==> run_1/metal_stack.png <==
Drawn at 2 px/um.
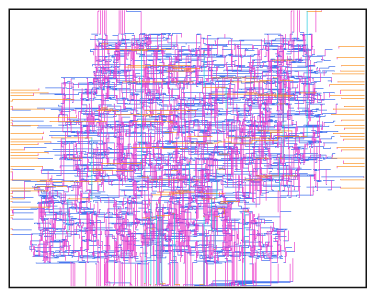
==> run_1/final_congestion.png <==
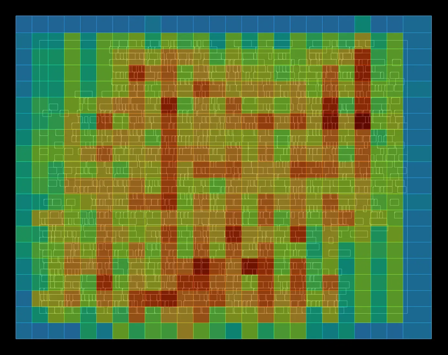
==> run_1/registers.png <==
Drawn at 1.5 px/um.
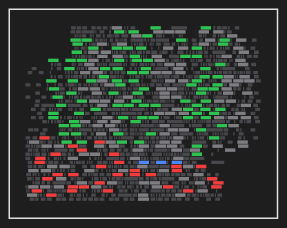
### src/rtl/pipeline_stall_chain_if.sv
// Handshake bundle for pipeline_stall_chain.
// The master side is the surrounding system: producer, resource and consumer.
// The slave side is the stall chain itself.
interface pipeline_stall_chain_if #(
    parameter int unsigned DATA_W = 32,
    parameter int unsigned OCC_W  = 3
);
    // Producer -> chain (pre segment input)
    logic [DATA_W-1:0] in_data_from_producer;
    logic              in_valid_from_producer;
    logic              in_flush_from_producer;
    logic              out_stall_to_producer;

    // Chain -> resource (pre segment output)
    logic [DATA_W-1:0] out_data_to_resource;
    logic              out_valid_to_resource;
    logic              out_flush_to_resource;
    logic              in_stall_from_resource;

    // Resource -> chain (post segment input)
    logic [DATA_W-1:0] in_data_from_resource;
    logic              in_valid_from_resource;
    logic              in_flush_from_resource;
    logic              out_stall_to_resource;

    // Chain -> consumer (post segment output)
    logic [DATA_W-1:0] out_data_to_consumer;
    logic              out_valid_to_consumer;
    logic              out_flush_to_consumer;
    logic              in_stall_from_consumer;

    // Stall profiling
    logic [OCC_W-1:0]  out_occupancy;

    modport master (
        output in_data_from_producer,
        output in_valid_from_producer,
        output in_flush_from_producer,
        input  out_stall_to_producer,
        input  out_data_to_resource,
        input  out_valid_to_resource,
        input  out_flush_to_resource,
        output in_stall_from_resource,
        output in_data_from_resource,
        output in_valid_from_resource,
        output in_flush_from_resource,
        input  out_stall_to_resource,
        input  out_data_to_consumer,
        input  out_valid_to_consumer,
        input  out_flush_to_consumer,
        output in_stall_from_consumer,
        input  out_occupancy
    );

    modport slave (
        input  in_data_from_producer,
        input  in_valid_from_producer,
        input  in_flush_from_producer,
        output out_stall_to_producer,
        output out_data_to_resource,
        output out_valid_to_resource,
        output out_flush_to_resource,
        input  in_stall_from_resource,
        input  in_data_from_resource,
        input  in_valid_from_resource,
        input  in_flush_from_resource,
        output out_stall_to_resource,
        output out_data_to_consumer,
        output out_valid_to_consumer,
        output out_flush_to_consumer,
        input  in_stall_from_consumer,
        output out_occupancy
    );
endinterface

### src/rtl/pipeline_stall_chain.sv
// Parametrised elastic stall chain.
// Pre segment: PRE_STAGES skid-buffered stages from producer to resource.
// Post segment: POST_STAGES skid-buffered stages from resource to consumer.
// Each stage has a main register and a skid register; the stall a stage
// presents upstream is its skid valid, so no stall path is combinational
// across the chain and each stage sustains one word per cycle.
module pipeline_stall_chain #(
    parameter int unsigned DATA_W      = 32,
    parameter int unsigned PRE_STAGES  = 3,
    parameter int unsigned POST_STAGES = 1,
    parameter int unsigned OCC_W       = $clog2(2 * PRE_STAGES + 1)
) (
    input logic                    clk,
    input logic                    reset,
    pipeline_stall_chain_if.slave  bus
);

    // ------------------------------------------------------------------
    // Pre segment state
    // ------------------------------------------------------------------
    logic [PRE_STAGES-1:0] r_pre_mv;
    logic [PRE_STAGES-1:0] r_pre_sv;
    logic [DATA_W-1:0]     r_pre_md [PRE_STAGES];
    logic [DATA_W-1:0]     r_pre_sd [PRE_STAGES];

    logic [PRE_STAGES-1:0] w_pre_mv_nxt;
    logic [PRE_STAGES-1:0] w_pre_sv_nxt;
    logic [DATA_W-1:0]     w_pre_md_nxt [PRE_STAGES];
    logic [DATA_W-1:0]     w_pre_sd_nxt [PRE_STAGES];

    logic [PRE_STAGES-1:0] w_pre_up_valid;
    logic [DATA_W-1:0]     w_pre_up_data [PRE_STAGES];
    logic [PRE_STAGES-1:0] w_pre_dn_stall;
    logic [PRE_STAGES-1:0] w_pre_acc;
    logic [PRE_STAGES-1:0] w_pre_take;

    // ------------------------------------------------------------------
    // Post segment state
    // ------------------------------------------------------------------
    logic [POST_STAGES-1:0] r_post_mv;
    logic [POST_STAGES-1:0] r_post_sv;
    logic [DATA_W-1:0]      r_post_md [POST_STAGES];
    logic [DATA_W-1:0]      r_post_sd [POST_STAGES];

    logic [POST_STAGES-1:0] w_post_mv_nxt;
    logic [POST_STAGES-1:0] w_post_sv_nxt;
    logic [DATA_W-1:0]      w_post_md_nxt [POST_STAGES];
    logic [DATA_W-1:0]      w_post_sd_nxt [POST_STAGES];

    logic [POST_STAGES-1:0] w_post_up_valid;
    logic [DATA_W-1:0]      w_post_up_data [POST_STAGES];
    logic [POST_STAGES-1:0] w_post_dn_stall;
    logic [POST_STAGES-1:0] w_post_acc;
    logic [POST_STAGES-1:0] w_post_take;

    // ------------------------------------------------------------------
    // Flush pulses and occupancy
    // ------------------------------------------------------------------
    logic             r_flush_res;
    logic             r_flush_con;
    logic [OCC_W-1:0] r_occ;
    logic [OCC_W-1:0] w_occ_nxt;
    int unsigned      w_occ_sum;

    // ------------------------------------------------------------------
    // Stage linkage: each stage's upstream is the previous stage's main
    // register, and its downstream stall is the next stage's skid valid.
    // ------------------------------------------------------------------
    for (genvar g = 0; g < PRE_STAGES; g++) begin : g_pre_link
        if (g == 0) begin : g_head
            assign w_pre_up_valid[g] = bus.in_valid_from_producer;
            assign w_pre_up_data[g]  = bus.in_data_from_producer;
        end else begin : g_body
            assign w_pre_up_valid[g] = r_pre_mv[g-1];
            assign w_pre_up_data[g]  = r_pre_md[g-1];
        end
        if (g == PRE_STAGES - 1) begin : g_tail
            assign w_pre_dn_stall[g] = bus.in_stall_from_resource;
        end else begin : g_inner
            assign w_pre_dn_stall[g] = r_pre_sv[g+1];
        end
    end

    for (genvar g = 0; g < POST_STAGES; g++) begin : g_post_link
        if (g == 0) begin : g_head
            assign w_post_up_valid[g] = bus.in_valid_from_resource;
            assign w_post_up_data[g]  = bus.in_data_from_resource;
        end else begin : g_body
            assign w_post_up_valid[g] = r_post_mv[g-1];
            assign w_post_up_data[g]  = r_post_md[g-1];
        end
        if (g == POST_STAGES - 1) begin : g_tail
            assign w_post_dn_stall[g] = bus.in_stall_from_consumer;
        end else begin : g_inner
            assign w_post_dn_stall[g] = r_post_sv[g+1];
        end
    end

    assign w_pre_acc   = w_pre_up_valid & ~r_pre_sv;
    assign w_pre_take  = r_pre_mv & ~w_pre_dn_stall;
    assign w_post_acc  = w_post_up_valid & ~r_post_sv;
    assign w_post_take = r_post_mv & ~w_post_dn_stall;

    // Pre segment next state; flush overrides any accept or move.
    always_comb begin
        w_pre_mv_nxt = r_pre_mv;
        w_pre_sv_nxt = r_pre_sv;
        for (int i = 0; i < PRE_STAGES; i++) begin
            w_pre_md_nxt[i] = r_pre_md[i];
            w_pre_sd_nxt[i] = r_pre_sd[i];
            if (!r_pre_mv[i] || w_pre_take[i]) begin
                // Main is free this edge: skid refills it first to keep order.
                if (r_pre_sv[i]) begin
                    w_pre_mv_nxt[i] = 1'b1;
                    w_pre_md_nxt[i] = r_pre_sd[i];
                end else if (w_pre_acc[i]) begin
                    w_pre_mv_nxt[i] = 1'b1;
                    w_pre_md_nxt[i] = w_pre_up_data[i];
                end else begin
                    w_pre_mv_nxt[i] = 1'b0;
                end
                w_pre_sv_nxt[i] = 1'b0;
            end else if (w_pre_acc[i]) begin
                // Main is held: the word already in flight lands in the skid.
                w_pre_sv_nxt[i] = 1'b1;
                w_pre_sd_nxt[i] = w_pre_up_data[i];
            end
        end
        if (bus.in_flush_from_producer) begin
            w_pre_mv_nxt = '0;
            w_pre_sv_nxt = '0;
        end
    end

    // Post segment next state; same stage rule as the pre segment.
    always_comb begin
        w_post_mv_nxt = r_post_mv;
        w_post_sv_nxt = r_post_sv;
        for (int i = 0; i < POST_STAGES; i++) begin
            w_post_md_nxt[i] = r_post_md[i];
            w_post_sd_nxt[i] = r_post_sd[i];
            if (!r_post_mv[i] || w_post_take[i]) begin
                if (r_post_sv[i]) begin
                    w_post_mv_nxt[i] = 1'b1;
                    w_post_md_nxt[i] = r_post_sd[i];
                end else if (w_post_acc[i]) begin
                    w_post_mv_nxt[i] = 1'b1;
                    w_post_md_nxt[i] = w_post_up_data[i];
                end else begin
                    w_post_mv_nxt[i] = 1'b0;
                end
                w_post_sv_nxt[i] = 1'b0;
            end else if (w_post_acc[i]) begin
                w_post_sv_nxt[i] = 1'b1;
                w_post_sd_nxt[i] = w_post_up_data[i];
            end
        end
        if (bus.in_flush_from_resource) begin
            w_post_mv_nxt = '0;
            w_post_sv_nxt = '0;
        end
    end

    // Occupancy is taken from the next state so the register matches the
    // stage contents it is stored alongside (and reads 0 after a flush).
    always_comb begin
        w_occ_sum = 0;
        for (int i = 0; i < PRE_STAGES; i++) begin
            w_occ_sum = w_occ_sum + 32'(w_pre_mv_nxt[i]) + 32'(w_pre_sv_nxt[i]);
        end
        w_occ_nxt = OCC_W'(w_occ_sum);
    end

    // Pre segment registers.
    always_ff @(posedge clk) begin
        if (!reset) begin
            r_pre_mv <= '0;
            r_pre_sv <= '0;
            for (int i = 0; i < PRE_STAGES; i++) begin
                r_pre_md[i] <= '0;
                r_pre_sd[i] <= '0;
            end
        end else begin
            r_pre_mv <= w_pre_mv_nxt;
            r_pre_sv <= w_pre_sv_nxt;
            for (int i = 0; i < PRE_STAGES; i++) begin
                r_pre_md[i] <= w_pre_md_nxt[i];
                r_pre_sd[i] <= w_pre_sd_nxt[i];
            end
        end
    end

    // Post segment registers.
    always_ff @(posedge clk) begin
        if (!reset) begin
            r_post_mv <= '0;
            r_post_sv <= '0;
            for (int i = 0; i < POST_STAGES; i++) begin
                r_post_md[i] <= '0;
                r_post_sd[i] <= '0;
            end
        end else begin
            r_post_mv <= w_post_mv_nxt;
            r_post_sv <= w_post_sv_nxt;
            for (int i = 0; i < POST_STAGES; i++) begin
                r_post_md[i] <= w_post_md_nxt[i];
                r_post_sd[i] <= w_post_sd_nxt[i];
            end
        end
    end

    // Flush pulses follow the flush request by one cycle; occupancy register.
    always_ff @(posedge clk) begin
        if (!reset) begin
            r_flush_res <= 1'b0;
            r_flush_con <= 1'b0;
            r_occ       <= '0;
        end else begin
            r_flush_res <= bus.in_flush_from_producer;
            r_flush_con <= bus.in_flush_from_resource;
            r_occ       <= w_occ_nxt;
        end
    end

    // ------------------------------------------------------------------
    // Outputs: all taken straight from registers.
    // ------------------------------------------------------------------
    assign bus.out_stall_to_producer = r_pre_sv[0];
    assign bus.out_data_to_resource  = r_pre_md[PRE_STAGES-1];
    assign bus.out_valid_to_resource = r_pre_mv[PRE_STAGES-1];
    assign bus.out_flush_to_resource = r_flush_res;

    assign bus.out_stall_to_resource = r_post_sv[0];
    assign bus.out_data_to_consumer  = r_post_md[POST_STAGES-1];
    assign bus.out_valid_to_consumer = r_post_mv[POST_STAGES-1];
    assign bus.out_flush_to_consumer = r_flush_con;

    assign bus.out_occupancy = r_occ;

endmodule

### src/flat_wrapper.sv
// flat-port wrapper written by rule: the top's interface ports become plain ports
module pipeline_stall_chain_flat 
#(
    parameter int unsigned DATA_W      = 32,
    parameter int unsigned PRE_STAGES  = 3,
    parameter int unsigned POST_STAGES = 1,
    parameter int unsigned OCC_W       = $clog2(2 * PRE_STAGES + 1)
)
  (clk, reset, bus_in_data_from_producer, bus_in_valid_from_producer, bus_in_flush_from_producer, bus_out_stall_to_producer, bus_out_data_to_resource, bus_out_valid_to_resource, bus_out_flush_to_resource, bus_in_stall_from_resource, bus_in_data_from_resource, bus_in_valid_from_resource, bus_in_flush_from_resource, bus_out_stall_to_resource, bus_out_data_to_consumer, bus_out_valid_to_consumer, bus_out_flush_to_consumer, bus_in_stall_from_consumer, bus_out_occupancy);
  pipeline_stall_chain_if #(.DATA_W(DATA_W), .OCC_W(OCC_W)) bus_i ();
  input logic clk;
  input logic reset;
  input wire logic [$bits(bus_i.in_data_from_producer)-1:0] bus_in_data_from_producer;
  input wire logic [$bits(bus_i.in_valid_from_producer)-1:0] bus_in_valid_from_producer;
  input wire logic [$bits(bus_i.in_flush_from_producer)-1:0] bus_in_flush_from_producer;
  output wire logic [$bits(bus_i.out_stall_to_producer)-1:0] bus_out_stall_to_producer;
  output wire logic [$bits(bus_i.out_data_to_resource)-1:0] bus_out_data_to_resource;
  output wire logic [$bits(bus_i.out_valid_to_resource)-1:0] bus_out_valid_to_resource;
  output wire logic [$bits(bus_i.out_flush_to_resource)-1:0] bus_out_flush_to_resource;
  input wire logic [$bits(bus_i.in_stall_from_resource)-1:0] bus_in_stall_from_resource;
  input wire logic [$bits(bus_i.in_data_from_resource)-1:0] bus_in_data_from_resource;
  input wire logic [$bits(bus_i.in_valid_from_resource)-1:0] bus_in_valid_from_resource;
  input wire logic [$bits(bus_i.in_flush_from_resource)-1:0] bus_in_flush_from_resource;
  output wire logic [$bits(bus_i.out_stall_to_resource)-1:0] bus_out_stall_to_resource;
  output wire logic [$bits(bus_i.out_data_to_consumer)-1:0] bus_out_data_to_consumer;
  output wire logic [$bits(bus_i.out_valid_to_consumer)-1:0] bus_out_valid_to_consumer;
  output wire logic [$bits(bus_i.out_flush_to_consumer)-1:0] bus_out_flush_to_consumer;
  input wire logic [$bits(bus_i.in_stall_from_consumer)-1:0] bus_in_stall_from_consumer;
  output wire logic [$bits(bus_i.out_occupancy)-1:0] bus_out_occupancy;
  assign bus_i.in_data_from_producer = bus_in_data_from_producer;
  assign bus_i.in_valid_from_producer = bus_in_valid_from_producer;
  assign bus_i.in_flush_from_producer = bus_in_flush_from_producer;
  assign bus_out_stall_to_producer = bus_i.out_stall_to_producer;
  assign bus_out_data_to_resource = bus_i.out_data_to_resource;
  assign bus_out_valid_to_resource = bus_i.out_valid_to_resource;
  assign bus_out_flush_to_resource = bus_i.out_flush_to_resource;
  assign bus_i.in_stall_from_resource = bus_in_stall_from_resource;
  assign bus_i.in_data_from_resource = bus_in_data_from_resource;
  assign bus_i.in_valid_from_resource = bus_in_valid_from_resource;
  assign bus_i.in_flush_from_resource = bus_in_flush_from_resource;
  assign bus_out_stall_to_resource = bus_i.out_stall_to_resource;
  assign bus_out_data_to_consumer = bus_i.out_data_to_consumer;
  assign bus_out_valid_to_consumer = bus_i.out_valid_to_consumer;
  assign bus_out_flush_to_consumer = bus_i.out_flush_to_consumer;
  assign bus_i.in_stall_from_consumer = bus_in_stall_from_consumer;
  assign bus_out_occupancy = bus_i.out_occupancy;
  pipeline_stall_chain #(.DATA_W(DATA_W), .PRE_STAGES(PRE_STAGES), .POST_STAGES(POST_STAGES), .OCC_W(OCC_W)) u_core (.clk(clk), .reset(reset), .bus(bus_i));
endmodule
### config.mk
export PLATFORM = sky130hd
export DESIGN_NAME = pipeline_stall_chain_flat
export DESIGN_NICKNAME = d
export VERILOG_FILES = /design/src/rtl/pipeline_stall_chain_if.sv /design/src/rtl/pipeline_stall_chain.sv /design/src/flat_wrapper.sv
export SDC_FILE = /design/constraint.sdc
export NUM_CORES = 1
export LEC_CHECK = 0
export CAP_MARGIN = 20
export CORE_ASPECT_RATIO = 0.75
export CORE_MARGIN = 10
export CORE_UTILIZATION = 59
export DETAILED_ROUTE_END_ITERATION = 10
export PLACE_DENSITY = 0.9
export SETUP_SLACK_MARGIN = 0.15
export SYNTH_ARGS = -nofsm -noshare
export SYNTH_HDL_FRONTEND = slang
export SYNTH_SLANG_ARGS = --single-unit
### constraint.sdc
create_clock -name clk -period 6.4 [get_ports clk]
set_clock_uncertainty 0.05 [all_clocks]
set_input_delay 1.92 -clock clk [delete_from_list [all_inputs] [get_ports clk]]
set_output_delay 1.92 -clock clk [all_outputs]
set_load 0.005 [all_outputs]
==> flow_metrics.env, run 1 <==
# source this file to load flow results
export IMPL_cts_tree="yes"
export IMPL_clk_pin_slew_worst_paths_ns=0.06
export IMPL_maxPowerGroup="sequential cells"
export IMPL_die_width_um=178
export IMPL_min_delay_path_class="flip-flop to flip-flop"
export IMPL_power_sequential_fraction_pct=49.3
export IMPL_finalHoldViolCount=0
export IMPL_area_growth_syn_to_layout_pct=19.2
export IMPL_mux_area_share_pct=11.6
export IMPL_commonest_non_fill_non_tap_cells_in_the_layout="sky130_fd_sc_hd__dfxtp_1, sky130_fd_sc_hd__nand2_1, sky130_fd_sc_hd__clkdlybuf4s50_1, sky130_fd_sc_hd__nor2_1, sky130_fd_sc_hd__a21oi_1"
export IMPL_synth_warning_count=0
export IMPL_drt_wl_total_um=25300
export IMPL_period_needed_ns=4.37
export IMPL_postSynthRegisterBits=269
export IMPL_synth_top_cell_by_count="sky130_fd_sc_hd__dfxtp_1"
export IMPL_grt_overflow_total=0
export IMPL_ff_type="sky130_fd_sc_hd__dfxtp_1"
export IMPL_worstSkewPairLatency_ns=0.51
export IMPL_total_power_consumption_of_the_routed_design_mw=3.57
export IMPL_io_buffers=144
export IMPL_slew_headroom_pct=23.1
export IMPL_syn_area_per_cell_um2=9.05
export IMPL_synth_cells_yosys=1217
export IMPL_static_leakage_power_nw=4.17
export IMPL_fp_rows=43
export IMPL_cts_inserted_buffers=25
export IMPL_power_switching_share_pct=21.9
export IMPL_netSwitchingPower_uw=783
export IMPL_ys_top_logic_family="AND-OR/OR-AND gates"
export IMPL_fa_ha_area_share_pct=0.659
export IMPL_place_detailed_hpwl_um=16100
export IMPL_wire_length_of_the_first_global_routing_pass_um=40700
export IMPL_worstSetupStartpointType="primary input"
export IMPL_mappedNetlistArea_mm2=0.0110
export IMPL_number_of_antenna_violations_at_the_first_check_in_global_routing=0
export IMPL_die_area_mm2=0.0246
export IMPL_drt_initial_drc_count=813
export IMPL_share_of_the_clock_period_used_by_the_worst_path_after_layout_pct=68.2
export IMPL_crit_type="primary input to flip-flop"
export IMPL_chipHeight_um=138
export IMPL_postCtsSetupBuffers=0
export IMPL_ys_sh_aoi_pct=17.0
export IMPL_final_layout_top_logic_cell="sky130_fd_sc_hd__dfxtp_1"
export IMPL_antenna_diode_count=0
export IMPL_final_worst_setup_slack_ns=2.03
export IMPL_clock_power_share_pct=43.3
export IMPL_drt_pass1_iterations=5
export IMPL_warning_count=28
export IMPL_final_layout_size_suffix_gt1_share_pct=7.14
export IMPL_total_number_of_nets_in_the_final_design=1349
export IMPL_number_of_buffers_on_the_longest_clock_path=3
export IMPL_largestRegisters="u_core.r_pre_md: 96 flops, u_core.r_pre_sd: 96 flops"
export IMPL_critical_path_slowest_cell="sky130_fd_sc_hd__clkdlybuf4s50_1"
export IMPL_worstPathBufferInverterCount=4
export IMPL_fillCellCount=1309
export IMPL_post_synth_xor_area_fraction_pct=0
export IMPL_internal_power_mw=2.79
export IMPL_clock_root_buffer="sky130_fd_sc_hd__clkbuf_16"
export IMPL_grt_met3_use_pct=3.81
export IMPL_synthArstFlopShare_pct=0
export IMPL_synth_edff_count=0
export IMPL_detailed_place_area_mm2=0.0121
export IMPL_grt_start_max_net_pins=199
export IMPL_max_slew_worst_pin_slew_ns=1.15
export IMPL_fin_setup_tns_ns=0
export IMPL_ys_types=27
export IMPL_topCellsByArea="sky130_fd_sc_hd__dfxtp_1, sky130_fd_sc_hd__mux2i_1, sky130_fd_sc_hd__nand2_1"
export IMPL_ios=145
export IMPL_clock_fmax_ghz=0.229
export IMPL_fin_area_mm2=0.0131
export IMPL_power_frac_comb_pct=7.4
export IMPL_comb_area_mm2=0.00486
export IMPL_floorplan_core_util_pct=59.9
export IMPL_ant_nets=0
export IMPL_met2_length_um=11600
export IMPL_core_mm2=0.0184
export IMPL_preCtsSetupSlack_ns=1.66
export IMPL_rsz_0062_raised_after_global_routing="no"
export IMPL_synth_cells_most_frequent="sky130_fd_sc_hd__dfxtp_1, sky130_fd_sc_hd__nand2_1, sky130_fd_sc_hd__nor2_1"
export IMPL_htree_levels=1
export IMPL_whs_ns=0.404
export IMPL_power_density_cell_area_mw_per_mm2=272
export IMPL_cts_num_sinks=269
export IMPL_synth_seq_share_pct=48.9
export IMPL_yosys_area_top_type_share_pct=48.9
export IMPL_critPathCaptureType="flip-flop"
export IMPL_outcome="complete, no violations"
export IMPL_synthCells=1217
export IMPL_first_global_vias=7878
export IMPL_top_layer="met4"
export IMPL_drcViolationCount=0
export IMPL_slew_violations=0
export IMPL_setup_violations=0
export IMPL_sequentialPower_mw=1.76
export IMPL_detailed_route_wirelength_on_metal3_um=1640
export IMPL_dp_cells=1487
export IMPL_post_cts_resized_instances=0
export IMPL_synth_top_cell_by_area="sky130_fd_sc_hd__dfxtp_1"
export IMPL_vdd_ir_drop_max_mv=0.196
export IMPL_pwr_group_combinational_uw=265
export IMPL_crit_chain="clkdlybuf4s50_1 > nor2_1 > a21oi_1 > ha_1 > inv_1 > fa_1 > inv_1 > fa_1 > inv_1 > fa_1 > nor2_1"
export IMPL_mappedNetlistNets=1293
export IMPL_ys_sh_simple_pct=14.9
export IMPL_path_delay_family="adder cells"
export IMPL_worst_ep_arrival_time_ns=4.75
export IMPL_fin_cells=1536
export IMPL_flop_area_mm2=0.00539
export IMPL_power_clock_mw=1.55
export IMPL_detail_route_vias_per_cell=5.55
export IMPL_cts_hold_buffers_added=0
export IMPL_required_arrival_time_at_the_worst_endpoint_ns=6.79
export IMPL_crit_path_max_fanout=4
export IMPL_gp_congestion=0.771
export IMPL_synth_chip_area_mm2=0.0110
export IMPL_crit_path_max_incr_delay_ns=0.53
export IMPL_max_cap_violation_count=0
export IMPL_route_layer_met1_wl_um=11500
-- metal_stack.png (at the start) --
colour	layer	wire length
cyan	met4	613 um
blue	met1	11500 um
orange	met3	1640 um
magenta	met2	11600 um
overall via count from detail_route: 8527
GRT Util Overall: 19.5%
average routed wire per standard cell: 16.5 um

-- final_congestion.png (at the start) --
M2 GR Usage: 29.1%
gr busiest metal: met2
met1 Track Usage GR: 28.1%
share of the core filled with cells: 71.3%

-- registers.png (at the start) --
colour	name in the netlist	sequential cells
green	`u_core.r_pre_sd`	96
red	`u_core.r_post_md`	32
blue	`u_core.bus.out_occupancy`	3

run 1: final cells by class:
class	instances	share of cell area, %
Clock buffer	35	5.43
Clock inverter	8	1.12
Inverter	5	0.200
Multi-Input combinational cell	812	37.0
Sequential cell	269	41.1
Tap cell	247	2.35
Timing Repair Buffer	160	12.8
run 1: final timing paths:
check / startpoint / end / slack (ns) / cells after the start
worst max-delay path: bus_in_valid_from_producer / u_core.bus.out_occupancy[1] / 2.03 / 11
worst min-delay path: u_core.r_pre_sd[0][15] / u_core.r_pre_sd[0][15] / 0.40 / 2
worst max register to register: u_core.r_pre_sv[0] / u_core.bus.out_occupancy[1] / 2.95 / 10
worst min register to register: u_core.r_pre_sd[0][15] / u_core.r_pre_sd[0][15] / 0.40 / 2
==> run_1/port_nets.png <==
Drawn at 2 px/um.
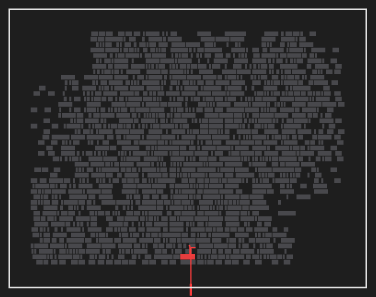

--- run 2 (diff from run 1) ---
--- a/config.mk
+++ b/config.mk
@@ -8,9 +8,9 @@
 export CAP_MARGIN = 20
 export CORE_ASPECT_RATIO = 0.75
 export CORE_MARGIN = 10
-export CORE_UTILIZATION = 59
+export CORE_UTILIZATION = 50
 export DETAILED_ROUTE_END_ITERATION = 10
-export PLACE_DENSITY = 0.9
+export PLACE_DENSITY = 0.81
 export SETUP_SLACK_MARGIN = 0.15
 export SYNTH_ARGS = -nofsm -noshare
 export SYNTH_HDL_FRONTEND = slang
==> constraint.sdc (replaced) <==
create_clock -name clk -period 3.83 [get_ports clk]
set_clock_uncertainty 0.05 [all_clocks]
set_input_delay 1.149 -clock clk [delete_from_list [all_inputs] [get_ports clk]]
set_output_delay 1.149 -clock clk [all_outputs]
set_load 0.005 [all_outputs]
==> run_2/port_nets.png <==
Drawn at 2 px/um.
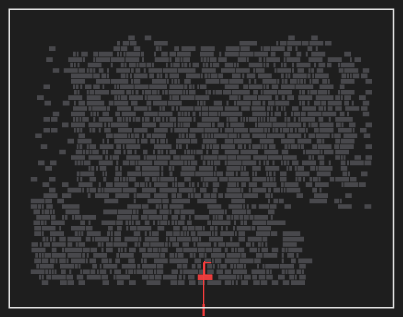
colour	port	bits	direction	end cells	buffers	wire
red	`bus_out_flush_to_consumer`	1	output	1	1	36.4 um
number of I/O pins: 145
IO Port Bufs: 144

==> run 2 against run 1 <==
  * Global-route usage shrank 2.8 points
  * Area after synthesis is the same
  * First-iteration DRC count shrank 22%
  * Sequential share of layout area shrank 0.48 points
==> flow_metrics.env, run 2 <==
# source this file to load flow results
export IMPL_outcome="complete, no violations"
export IMPL_postSynthRegisterBits=269
export IMPL_met2_length_um=10700
export IMPL_timing_hold_worst_start="u_core.r_pre_sd[0][83]"
export IMPL_rsz_0062_raised_after_global_routing="no"
export IMPL_dp_cells=1541
export IMPL_crit_path_max_fanout=3
export IMPL_grt_overflow_total=0
export IMPL_cts_inserted_buffers=26
export IMPL_grt_busiest_layer="met1"
export IMPL_power_frac_comb_pct=7.1
export IMPL_ys_types=27
export IMPL_worst_ep_arrival_time_ns=3.73
export IMPL_crit_reg2reg_launch="u_core.r_pre_mv[0]"
export IMPL_clock_power_share_pct=45.4
export IMPL_critPathCaptureType="flip-flop"
export IMPL_die_width_um=191
export IMPL_power_switching_share_pct=21.6
export IMPL_maxPowerGroup="sequential cells"
export IMPL_pwr_group_combinational_uw=443
export IMPL_antenna_diode_count=0
export IMPL_flop_area_mm2=0.00539
export IMPL_synth_edff_count=0
export IMPL_crit_type="primary input to flip-flop"
export IMPL_wl_per_cell_um=15.6
export IMPL_area_dominant_class="sequential cells"
export IMPL_synth_warning_count=0
export IMPL_fin_cells=1590
export IMPL_place_detailed_hpwl_um=16800
export IMPL_wire_length_of_the_first_global_routing_pass_um=39900
export IMPL_well_tap_count=288
export IMPL_synth_top_cell_by_area="sky130_fd_sc_hd__dfxtp_1"
export IMPL_route_layer_met1_wl_um=12500
export IMPL_floorplan_core_util_pct=51.4
export IMPL_area_growth_syn_to_layout_pct=20.6
export IMPL_number_of_buffers_on_the_longest_clock_path=3
export IMPL_period_needed_ns=3.33
export IMPL_min_delay_path_class="flip-flop to flip-flop"
export IMPL_timing_hold_worst_path_depth=2
export IMPL_area_share_combinational_pct=36.6
export IMPL_synthCells=1217
export IMPL_dr_total_vias=8344
export IMPL_synth_top_cell_by_count="sky130_fd_sc_hd__dfxtp_1"
export IMPL_worst_setup_ep="u_core.bus.out_occupancy[1]"
export IMPL_mappedNetlistArea_mm2=0.0110
export IMPL_final_layout_top_logic_cell="sky130_fd_sc_hd__dfxtp_1"
export IMPL_topCellsByArea="sky130_fd_sc_hd__dfxtp_1, sky130_fd_sc_hd__mux2i_1, sky130_fd_sc_hd__nand2_1"
export IMPL_comb_multi_input_count=812
export IMPL_drt_wl_total_um=24800
export IMPL_fp_rows=46
export IMPL_grt_start_max_net_pins=112
export IMPL_number_of_antenna_violations_at_the_first_check_in_global_routing=0
export IMPL_drt_pass1_iterations=6
export IMPL_clock_area_share_pct=7.25
export IMPL_internal_power_mw=4.86
export IMPL_ffs_latches=269
export IMPL_timing_critical_path_from="bus_in_valid_from_producer"
export IMPL_area_share_nonclk_buffers_pct=12.6
export IMPL_clk_pin_slew_worst_paths_ns=0.06
export IMPL_critical_path_reg2reg_endpoint="u_core.bus.out_occupancy[1]"
export IMPL_total_power_consumption_of_the_routed_design_mw=6.20
export IMPL_worst_path_stages=11
export IMPL_max_slew_worst_pin_slew_ns=0.719
export IMPL_gp_congestion=0.772
export IMPL_syn_area_per_cell_um2=9.05
export IMPL_slew_violations=0
export IMPL_vdd_ir_drop_max_mv=0.303
export IMPL_worstRegToRegCells=10
export IMPL_detailed_place_area_mm2=0.0123
export IMPL_fin_util_pct=62.0
export IMPL_post_cts_resized_instances=0
export IMPL_cts_tree="yes"
export IMPL_synthArstFlopShare_pct=0
export IMPL_drt_initial_drc_count=636
export IMPL_critical_path_slowest_cell="sky130_fd_sc_hd__fa_1"
export IMPL_fin_area_mm2=0.0133
export IMPL_whs_ns=0.402
export IMPL_netSwitchingPower_mw=1.34
export IMPL_detailed_route_wirelength_on_metal3_um=1390
export IMPL_power_density_cell_area_mw_per_mm2=467
export IMPL_clockBufferCount=38
export IMPL_nNonClkBuffers=168
export IMPL_crit_path_max_incr_delay_ns=0.53
export IMPL_seq_cell_share_pct=40.6
export IMPL_cts_num_sinks=269
export IMPL_ant_nets=0
export IMPL_detail_route_vias_per_cell=5.25
export IMPL_sequentialPower_mw=2.94
export IMPL_comb_area_mm2=0.00486
export IMPL_grt_use_met2_pct=24.2
export IMPL_synth_chip_area_mm2=0.0110
export IMPL_warning_count=28
export IMPL_die_area_mm2=0.0284
export IMPL_final_layout_size_suffix_gt1_share_pct=8.14
export IMPL_required_arrival_time_at_the_worst_endpoint_ns=4.23
export IMPL_fin_setup_tns_ns=0
export IMPL_share_of_the_clock_period_used_by_the_worst_path_after_layout_pct=87.1
export IMPL_largestRegisters="u_core.r_pre_md: 96 flops, u_core.r_pre_sd: 96 flops"
export IMPL_static_leakage_power_nw=4.25
export IMPL_worstSkewPairLatency_ns=0.52
export IMPL_synth_cells_yosys=1217
export IMPL_fillCellCount=1804
export IMPL_finalHoldViolCount=0
export IMPL_preCtsSetupSlack_ns=-0.0583
export IMPL_path_delay_family="adder cells"
export IMPL_yosys_area_top_type_share_pct=48.9
export IMPL_slew_headroom_pct=52.0
export IMPL_hold_worst_path_end="u_core.r_pre_sd[0][83]"
export IMPL_drcViolationCount=0
export IMPL_mappedNetlistNets=1293
export IMPL_setup_violations=0
export IMPL_ff_type="sky130_fd_sc_hd__dfxtp_1"
export IMPL_setup_reg_to_reg_worst_slack_ns=1.03
export IMPL_max_cap_violation_count=0
export IMPL_total_number_of_nets_in_the_final_design=1358
export IMPL_core_mm2=0.0214
export IMPL_worstSetupStartpointType="primary input"
export IMPL_synth_cells_most_frequent="sky130_fd_sc_hd__dfxtp_1, sky130_fd_sc_hd__nand2_1, sky130_fd_sc_hd__nor2_1"
export IMPL_postCtsSetupBuffers=0
export IMPL_cts_hold_buffers_added=0
export IMPL_synth_seq_share_pct=48.9
export IMPL_power_clock_mw=2.81
export IMPL_non_cts_inverters=5
export IMPL_htree_levels=1
export IMPL_top_layer="met4"
export IMPL_chipHeight_um=149
export IMPL_power_sequential_fraction_pct=47.5
export IMPL_commonest_non_fill_non_tap_cells_in_the_layout="sky130_fd_sc_hd__dfxtp_1, sky130_fd_sc_hd__nand2_1, sky130_fd_sc_hd__clkdlybuf4s50_1, sky130_fd_sc_hd__nor2_1, sky130_fd_sc_hd__a21oi_1"
export IMPL_clock_fmax_ghz=0.300
export IMPL_clock_root_buffer="sky130_fd_sc_hd__clkbuf_16"
export IMPL_final_worst_setup_slack_ns=0.496
export IMPL_first_global_vias=7610
export IMPL_worstPathBufferInverterCount=4
export IMPL_crit_chain="clkdlybuf4s50_1 > nor2_1 > a21oi_1 > ha_1 > inv_1 > fa_1 > inv_1 > fa_1 > inv_1 > fa_1 > nor2_1"
==> run_2/final_congestion.png <==
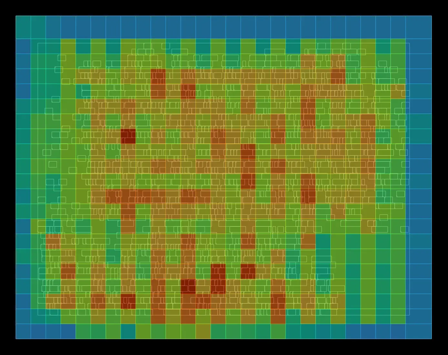
grt met3 use: 3.34%
GRT Util Overall: 16.7%
met1 Track Usage GR: 24.8%

## run 2: cell types whose count changed in the layout (fill, tap and decap cells not counted), moves of 2 or more
cell | previous run | this run
sky130_fd_sc_hd__buf_16 | 3 | 1
sky130_fd_sc_hd__buf_4 | 8 | 20
sky130_fd_sc_hd__clkbuf_16 | 25 | 27
sky130_fd_sc_hd__clkbuf_8 | 5 | 7
sky130_fd_sc_hd__clkinv_2 | 3 | 5
## run 2: logic make-up (layout without fill, tap and decap cells)
kind of cell             count (synthesis)  count (layout)  synth area share (%)
buffers and inverters                  136             221                  6.97
flip-flops                             269             269                  48.9
adder cells (fa/ha/maj)                  4               4                 0.659
AND/OR/NAND/NOR                        416             416                  14.9
AND-OR/OR-AND                          264             264                  17.0
multiplexers                           128             128                  11.6
==> run_2/pins.png <==
Drawn at 1.5 px/um. Pins as bars across the die edge, other pins in grey.
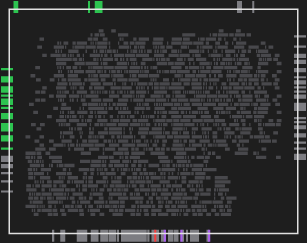

--- run 3 (diff from run 2) ---
--- a/config.mk
+++ b/config.mk
@@ -5,12 +5,13 @@
 export SDC_FILE = /design/constraint.sdc
 export NUM_CORES = 1
 export LEC_CHECK = 0
+export ABC_AREA = 1
 export CAP_MARGIN = 20
 export CORE_ASPECT_RATIO = 0.75
 export CORE_MARGIN = 10
-export CORE_UTILIZATION = 50
+export CORE_UTILIZATION = 51
 export DETAILED_ROUTE_END_ITERATION = 10
-export PLACE_DENSITY = 0.81
+export PLACE_DENSITY = 0.82
 export SETUP_SLACK_MARGIN = 0.15
 export SYNTH_ARGS = -nofsm -noshare
 export SYNTH_HDL_FRONTEND = slang
==> run_3/pins.png <==
Drawn at 1.5 px/um. Pins as bars across the die edge, other pins in grey.
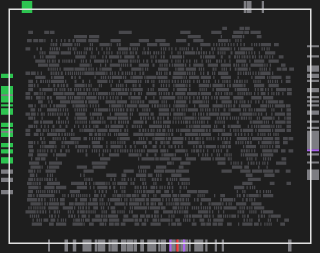
colour	port	pins	direction	edge
red	`bus_out_flush_to_consumer`	1	output	bottom
purple	`bus_out_occupancy`	3	output	2 bottom, 1 right
green	`bus_in_data_from_producer`	32	input	25 left, 7 top
horizontal die dimension: 200 um
Die Span Y: 155 um

==> run 3 against run 2 <==
  * Final cell count grew 49%
  * Highest routed layer unchanged
  * Worst setup slack lost 0.21 ns
  * Flip-flop count is the same
  * Core utilization shrank 0.94 points
  * Register-to-register slack lost 0.06 ns
  * Sequential share of layout area shrank 3.8 points
  * Largest cell class is now logic gates
  * Sequential power is essentially flat
  * Maximum frequency shrank 5.8%
  * Area after synthesis grew 13%
  * First-iteration DRC count grew 78%
==> flow_metrics.env, run 3 <==
# source this file to load flow results
export IMPL_yosys_area_top_type_share_pct=43.4
export IMPL_io_buffers=144
export IMPL_rsz_0062_raised_after_global_routing="no"
export IMPL_crit_chain="clkdlybuf4s50_1 > inv_1 > o21ai_2 > nand2_1 > ha_1 > inv_1 > fa_1 > inv_1 > fa_1 > inv_1 > fa_1 > nor2_1"
export IMPL_final_layout_top_logic_cell="sky130_fd_sc_hd__nand2_1"
export IMPL_ys_sh_aoi_pct=5.74
export IMPL_synthCells=1964
export IMPL_crit_reg2reg_launch="u_core.r_pre_mv[0]"
export IMPL_cts_hold_buffers_added=0
export IMPL_timing_critical_path_from="bus_in_flush_from_producer"
export IMPL_floorplan_core_util_pct=51.7
export IMPL_slew_headroom_pct=50.7
export IMPL_power_sequential_fraction_pct=47.6
export IMPL_clock_power_share_pct=43.0
export IMPL_postSynthRegisterBits=269
export IMPL_ys_sh_simple_pct=37.4
export IMPL_critical_path_slowest_cell="sky130_fd_sc_hd__clkdlybuf4s50_1"
export IMPL_total_number_of_nets_in_the_final_design=2090
export IMPL_critPathCaptureType="flip-flop"
export IMPL_ant_nets=0
export IMPL_whs_ns=0.430
export IMPL_synth_cells_most_frequent="sky130_fd_sc_hd__nand2_1, sky130_fd_sc_hd__nor2_1, sky130_fd_sc_hd__dfxtp_1"
export IMPL_pwr_group_combinational_uw=579
export IMPL_worstPathBufferInverterCount=5
export IMPL_largestRegisters="u_core.r_pre_md: 96 flops, u_core.r_pre_sd: 96 flops"
export IMPL_ios=145
export IMPL_setup_reg_to_reg_worst_slack_ns=0.97
export IMPL_use_met1_pct=28.5
export IMPL_worstSkewPairLatency_ns=0.52
export IMPL_number_of_antenna_violations_at_the_first_check_in_global_routing=0
export IMPL_min_delay_path_class="flip-flop to flip-flop"
export IMPL_met2_length_um=12100
export IMPL_netSwitchingPower_mw=1.43
export IMPL_mux_area_share_pct=0
export IMPL_detail_route_vias_per_cell=4.77
export IMPL_cts_inserted_buffers=27
export IMPL_wire_length_of_the_first_global_routing_pass_um=48900
export IMPL_post_cts_resized_instances=0
export IMPL_timing_hold_worst_path_depth=2
export IMPL_grt_use_met2_pct=26.1
export IMPL_share_of_the_clock_period_used_by_the_worst_path_after_layout_pct=92.5
export IMPL_grtUsageTotal_pct=18.5
export IMPL_setup_violations=0
export IMPL_synth_warning_count=0
export IMPL_critical_path_reg2reg_endpoint="u_core.bus.out_occupancy[1]"
export IMPL_postCtsSetupBuffers=0
export IMPL_fin_setup_tns_ns=0
export IMPL_drt_pass1_iterations=5
export IMPL_synth_top_cell_by_area="sky130_fd_sc_hd__dfxtp_1"
export IMPL_grt_overflow_total=0
export IMPL_place_detailed_hpwl_um=19300
export IMPL_slew_violations=0
export IMPL_internal_power_mw=4.70
export IMPL_fa_ha_area_share_pct=0.585
export IMPL_worst_setup_ep="u_core.bus.out_occupancy[1]"
export IMPL_die_area_mm2=0.0310
export IMPL_synth_seq_share_pct=43.4
export IMPL_finalHoldViolCount=0
export IMPL_clock_fmax_ghz=0.282
export IMPL_fin_cells=2365
export IMPL_total_power_consumption_of_the_routed_design_mw=6.13
export IMPL_warning_count=26
export IMPL_post_synth_xor_area_fraction_pct=0
export IMPL_detailed_place_area_mm2=0.0137
export IMPL_final_worst_setup_slack_ns=0.289
export IMPL_worstRegToRegCells=12
export IMPL_grt_busiest_layer="met1"
export IMPL_crit_path_max_fanout=5
export IMPL_synthArstFlopShare_pct=0
export IMPL_outcome="complete, no violations"
export IMPL_synth_chip_area_mm2=0.0124
export IMPL_cts_num_sinks=269
export IMPL_drt_initial_drc_count=1133
export IMPL_drt_wl_total_um=29600
export IMPL_vdd_ir_drop_max_mv=0.338
export IMPL_ys_types=20
export IMPL_power_density_cell_area_mw_per_mm2=418
export IMPL_wl_per_cell_um=12.5
export IMPL_area_growth_syn_to_layout_pct=18.1
export IMPL_antenna_diode_count=0
export IMPL_core_mm2=0.0240
export IMPL_ys_top_logic_family="simple AND/OR/NAND/NOR gates"
export IMPL_mappedNetlistArea_mm2=0.0124
export IMPL_grt_met3_use_pct=2.89
export IMPL_period_needed_ns=3.54
export IMPL_max_cap_violation_count=0
export IMPL_detailed_route_wirelength_on_metal3_um=2010
export IMPL_crit_type="primary input to flip-flop"
export IMPL_worst_path_stages=12
export IMPL_final_layout_size_suffix_gt1_share_pct=4.18
export IMPL_clock_root_buffer="sky130_fd_sc_hd__clkbuf_16"
export IMPL_path_delay_family="adder cells"
export IMPL_route_layer_met1_wl_um=15000
export IMPL_worst_ep_arrival_time_ns=3.93
export IMPL_synth_top_cell_by_count="sky130_fd_sc_hd__nand2_1"
export IMPL_cts_tree="yes"
export IMPL_sequentialPower_mw=2.92
export IMPL_fin_area_mm2=0.0146
export IMPL_static_leakage_power_nw=6.68
export IMPL_clk_pin_slew_worst_paths_ns=0.06
export IMPL_drcViolationCount=0
export IMPL_max_slew_worst_pin_slew_ns=0.740
export IMPL_syn_area_per_cell_um2=6.31
export IMPL_ff_type="sky130_fd_sc_hd__dfxtp_1"
export IMPL_hold_worst_path_end="u_core.r_post_sd[0][17]"
export IMPL_power_clock_mw=2.63
export IMPL_number_of_buffers_on_the_longest_clock_path=3
export IMPL_commonest_non_fill_non_tap_cells_in_the_layout="sky130_fd_sc_hd__nand2_1, sky130_fd_sc_hd__nor2_1, sky130_fd_sc_hd__dfxtp_1, sky130_fd_sc_hd__inv_1, sky130_fd_sc_hd__clkdlybuf4s50_1"
export IMPL_first_global_vias=9942
export IMPL_crit_path_max_incr_delay_ns=0.57
export IMPL_required_arrival_time_at_the_worst_endpoint_ns=4.22
export IMPL_topCellsByArea="sky130_fd_sc_hd__dfxtp_1, sky130_fd_sc_hd__nand2_1, sky130_fd_sc_hd__nor2_1"
export IMPL_power_frac_comb_pct=9.4
export IMPL_power_switching_share_pct=23.3
export IMPL_timing_hold_worst_start="u_core.r_post_sd[0][17]"
export IMPL_htree_levels=1
export IMPL_maxPowerGroup="sequential cells"
export IMPL_grt_start_max_net_pins=93
export IMPL_dr_total_vias=11300
export IMPL_synth_edff_count=0
export IMPL_worstSetupStartpointType="primary input"
export IMPL_preCtsSetupSlack_ns=-0.313
==> run_3/port_nets.png <==
Drawn at 2 px/um.
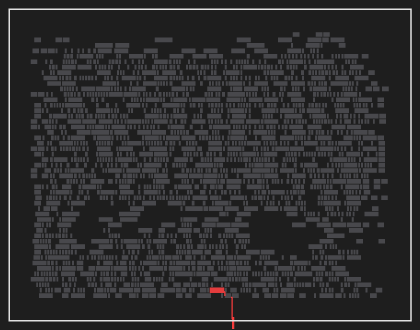
colour	port	bits	direction	end cells	buffers	wire
red	`bus_out_flush_to_consumer`	1	output	1	1	14.5 um

[run 3: cell count changes after synthesis, moves of 30 or more]
cell,before,now
sky130_fd_sc_hd__a211oi_1,100,0
sky130_fd_sc_hd__a21oi_1,131,2
sky130_fd_sc_hd__buf_2,41,71
sky130_fd_sc_hd__inv_1,4,211
sky130_fd_sc_hd__mux2i_1,128,0
sky130_fd_sc_hd__nand2_1,260,528
sky130_fd_sc_hd__nand3_1,0,129
sky130_fd_sc_hd__nor2_1,136,526
sky130_fd_sc_hd__o21ai_0,0,132
[run 3: cell type report]
type | instances | area [um2]
fill | 2170 | 9330
clock inverter | 6 | 80.1
tap | 331 | 414
timing repair buffer | 171 | 1700
multi-input combinational | 1331 | 5450
inverter | 214 | 803
sequential | 269 | 5390
clock buffer | 43 | 806
Power and IR drop assume default switching activity.
